===== src/rtl/ldtu_lane_serializer.sv =====
// rtl/ldtu_lane_serializer.sv - per-lane MSB-first word serializer with idle/sync insertion
module ldtu_lane_serializer #(
    parameter int                  Nbits_32  = 32,
    parameter logic [Nbits_32-1:0] IDLE_WORD = 32'hEAAAAAAA,
    parameter int                  N_SYNC    = 4,
    parameter int                  CntBits   = 16
) (
    input  logic                CLK,
    input  logic                RST_N,
    input  logic [Nbits_32-1:0] DATA32,
    input  logic                word_valid,
    input  logic                align,
    input  logic                cnt_clr,
    output logic                ready,
    output logic                SER_OUT,
    output logic                frame_start,
    output logic                in_sync,
    output logic [CntBits-1:0]  data_cnt,
    output logic [CntBits-1:0]  idle_cnt
);

    localparam int BW = $clog2(Nbits_32);
    localparam int SW = $clog2(N_SYNC + 1);
    localparam logic [BW-1:0]      LAST_BIT = BW'(Nbits_32 - 1);
    localparam logic [SW-1:0]      LAST_SYNC = SW'(N_SYNC - 1);
    localparam logic [CntBits-1:0] CNT_MAX = '1;

    typedef enum logic {ST_SYNC, ST_RUN} state_t;

    state_t              r_state, w_state_nxt;
    logic [Nbits_32-1:0] r_sh;
    logic [BW-1:0]       r_bcnt;
    logic [SW-1:0]       r_sync_cnt, w_sync_nxt, w_idx;
    logic                r_align_pend, w_align_pend_nxt;
    logic                r_frame;
    logic [CntBits-1:0]  r_data_cnt, r_idle_cnt;
    logic                w_boundary, w_align_any, w_take;

    assign w_boundary  = (r_bcnt == LAST_BIT);
    assign w_align_any = align | r_align_pend;
    assign ready       = w_boundary & (r_state == ST_RUN) & ~w_align_any;
    assign w_take      = ready & word_valid;

    assign SER_OUT     = r_sh[Nbits_32-1];
    assign frame_start = r_frame;
    assign in_sync     = (r_state == ST_SYNC);
    assign data_cnt    = r_data_cnt;
    assign idle_cnt    = r_idle_cnt;

    // An align at a boundary counts the idle word loaded there as sync word 1,
    // so a fresh or restarted SYNC run starts from index 0 here.
    always_comb begin
        w_state_nxt      = r_state;
        w_sync_nxt       = r_sync_cnt;
        w_align_pend_nxt = r_align_pend;
        w_idx            = r_sync_cnt;
        if (w_boundary) begin
            w_align_pend_nxt = 1'b0;
            if ((r_state == ST_SYNC) || w_align_any) begin
                w_idx = w_align_any ? '0 : r_sync_cnt;
                if (w_idx == LAST_SYNC) begin
                    w_state_nxt = ST_RUN;
                    w_sync_nxt  = '0;
                end else begin
                    w_state_nxt = ST_SYNC;
                    w_sync_nxt  = w_idx + 1'b1;
                end
            end
        end else if (align) begin
            w_align_pend_nxt = 1'b1;
        end
    end

    always_ff @(posedge CLK or negedge RST_N) begin
        if (!RST_N) begin
            r_state      <= ST_SYNC;
            r_sync_cnt   <= '0;
            r_align_pend <= 1'b0;
        end else begin
            r_state      <= w_state_nxt;
            r_sync_cnt   <= w_sync_nxt;
            r_align_pend <= w_align_pend_nxt;
        end
    end

    always_ff @(posedge CLK or negedge RST_N) begin
        if (!RST_N) begin
            r_sh    <= IDLE_WORD;
            r_bcnt  <= LAST_BIT;
            r_frame <= 1'b0;
        end else begin
            r_frame <= w_boundary;
            if (w_boundary) begin
                r_sh   <= w_take ? DATA32 : IDLE_WORD;
                r_bcnt <= '0;
            end else begin
                r_sh   <= {r_sh[Nbits_32-2:0], 1'b0};
                r_bcnt <= r_bcnt + 1'b1;
            end
        end
    end

    always_ff @(posedge CLK or negedge RST_N) begin
        if (!RST_N) begin
            r_data_cnt <= '0;
            r_idle_cnt <= '0;
        end else if (cnt_clr) begin
            r_data_cnt <= '0;
            r_idle_cnt <= '0;
        end else if (w_boundary) begin
            if (w_take && (r_data_cnt != CNT_MAX))
                r_data_cnt <= r_data_cnt + 1'b1;
            if (!w_take && (r_idle_cnt != CNT_MAX))
                r_idle_cnt <= r_idle_cnt + 1'b1;
        end
    end

endmodule

===== config.mk =====
export PLATFORM = sky130hd
export DESIGN_NAME = ldtu_lane_serializer
export DESIGN_NICKNAME = d
export VERILOG_FILES = /design/src/rtl/ldtu_lane_serializer.sv
export SDC_FILE = /design/constraint.sdc
export NUM_CORES = 1
export LEC_CHECK = 0
export ABC_AREA = 1
export CORE_ASPECT_RATIO = 2
export CORE_MARGIN = 2
export CORE_UTILIZATION = 58
export CTS_BUF_LIST = sky130_fd_sc_hd__clkbuf_4
export CTS_CLUSTER_SIZE = 8
export DETAILED_ROUTE_END_ITERATION = 10
export GPL_TIMING_DRIVEN = 0
export PLACE_DENSITY_LB_ADDON = 0.2
export SETUP_SLACK_MARGIN = 0.15
export SYNTH_ARGS = -nofsm -noshare
export SYNTH_HDL_FRONTEND = slang
export SYNTH_SLANG_ARGS = --single-unit

===== constraint.sdc =====
create_clock -name CLK -period 3.4 [get_ports CLK]
set_input_delay 1.02 -clock CLK [delete_from_list [all_inputs] [get_ports CLK]]
set_output_delay 1.02 -clock CLK [all_outputs]
set_load 0.03 [all_outputs]

**Wiring heat map**

12 x 23 tiles, from dark blue (low) to red (high), scaled to the fullest tile. Values are wire area over tile area, all layers added.
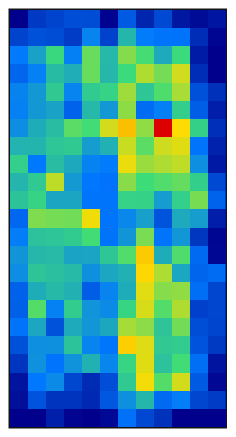
- tiles over half the peak: 21%
- nearly empty tiles: 5.8%
- mean over tiles: 0.19

**Placement by cell class**

Fill, decap, tap and diode cells in gray.
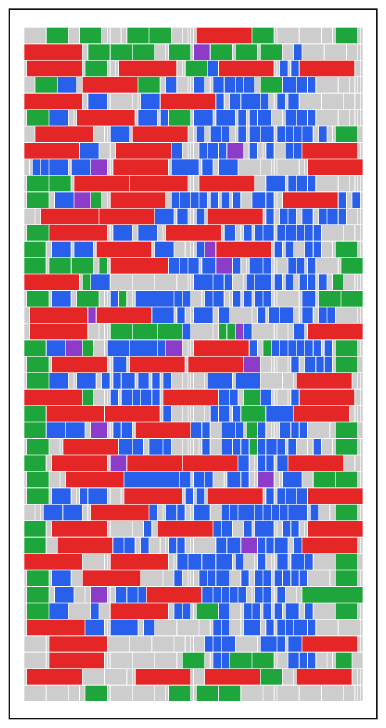
- registers: red (cells 75)
- remaining logic cells: blue (cells 337)
- remaining buffers and delay cells: green (cells 87)
- clock drivers and dummy loads: purple (cells 16)
Final Core Density: 74.7%
Std-Cell Rows: 41

**Port wiring**

Bar = 20 um.
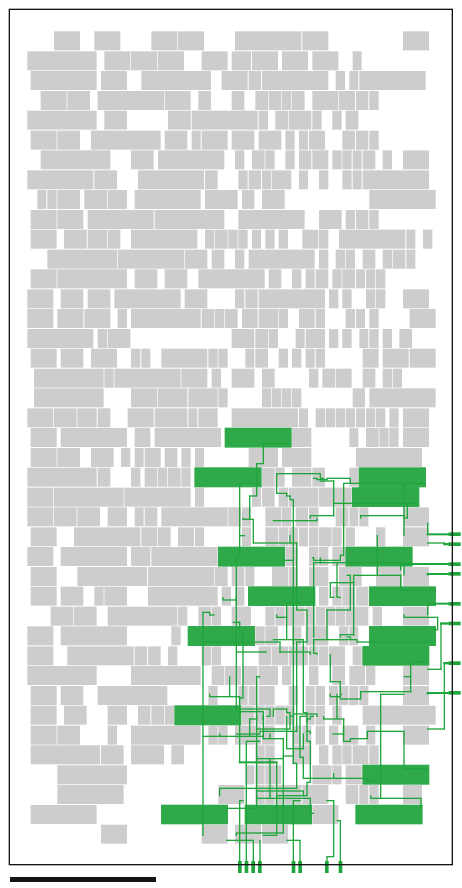
- data_cnt: green (direction output; edge 8 east, 8 south; end cells 16; wire 836 um)

**Power grid**

Bar = 20 um. Pins as bars on the die edge. Tap cells in gray.
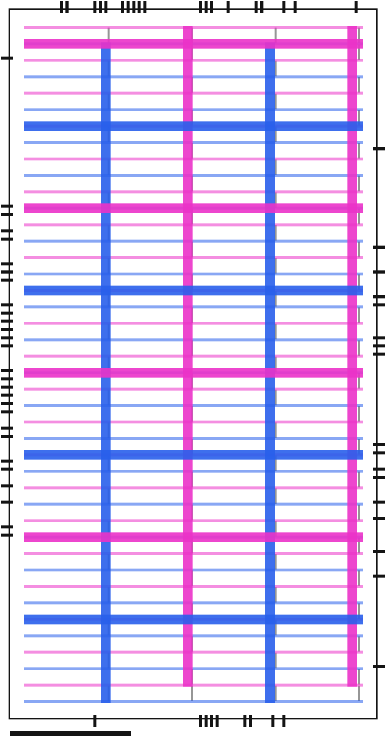
- VSS: blue
- VDD: magenta
- met4 straps: 4
- rows: 41
- tap cells: 86
Die X: 60.6 um
core area: 6260 um2
Worst VDD drop: 0.000342 V
Die Span Y: 117 um

**Cell outlines without signal wires**

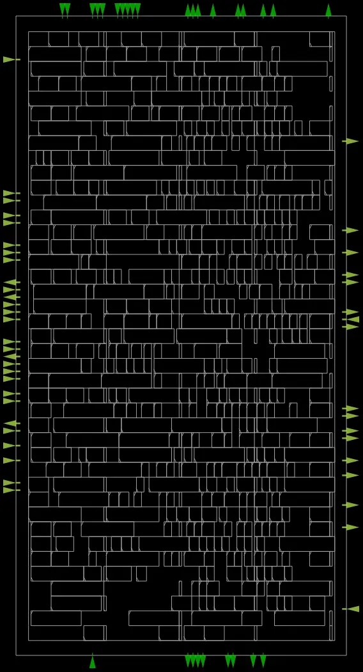
sequential cell area share: 40.8%
flop count: 75
# Taps: 86

==> impl_metrics.py <==
# Auto-generated metrics
metrics = {
    "status": {
        "status": "completed",
    },
    "route": {
        "drtAntennaViolNets": 0,
        "wl_met3_um": 353,
    },
    "placed_design": {
        "hpwl_mm": 6.46,
    },
    "clock_tree": {
        "tritoncts.num_buffers": 9,
    },
    "worst_setup_path": {
        "crit_cells": 5,
        "cpMaxStageDelayCell": "clkdlybuf4s50_1",
    },
    "timing": {
        "period_needed_ns": 3.12,
        "max_freq_ghz": 0.321,
    },
    "global_route": {
        "grt_remaining_overflow": 0,
        "track_usage_pct": 27.1,
        "grt_use_met2_pct": 47.0,
    },
    "power_and_ir_drop": {
        "p_switching_uw": 339,
        "pg_clk_uw": 469,
        "sw_frac_of_total_pct": 23.5,
    },
    "final_layout": {
        "fin_nets": 552,
        "mostFrequentLayoutCells": "nand2_1 (116), clkdlybuf4s50_1 (69), dfrtp_1 (53)",
        "area_growth_syn_to_layout_pct": 25.9,
        "inverters": 33,
    },
    "yosys": {
        "yosys-stat-area_um2": 3710,
        "synth_area_per_cell_um2": 8.69,
    },
    "flow_run": {
        "warning_count": 26,
    },
}
==> cell families (layout without fill, tap and decap cells) <==
group | Yosys count | count (layout) | share of synthesized area [%]
buf+inv | 48 | 136 | 5.70
compound gates | 51 | 51 | 10.4
flops | 75 | 75 | 51.3
xor+xnor | 10 | 10 | 2.36
simple gates | 238 | 238 | 28.6
fa+ha+maj | 5 | 5 | 1.69
==> per-stage QoR <==
step | setup WS [ns] | power [mW] | cell area [um2] | util (%) | TNS, ns
finish | 0.283 | 1.45 | 4670 | 74.7 | 0
floorplan | 0.832 | 0.925 | 3710 | - | 0
global route | 0.161 | 1.51 | 4670 | 74.7 | 0
CTS | 0.165 | 1.46 | 4670 | 74.6 | 0
detailed placement | -0.186 | 0.994 | 4550 | 72.8 | -0.186
global placement | -1.17 | 0.989 | 4530 | 72.4 | -68.99
No activity file was given, so power comes from the tool's default toggle rates.
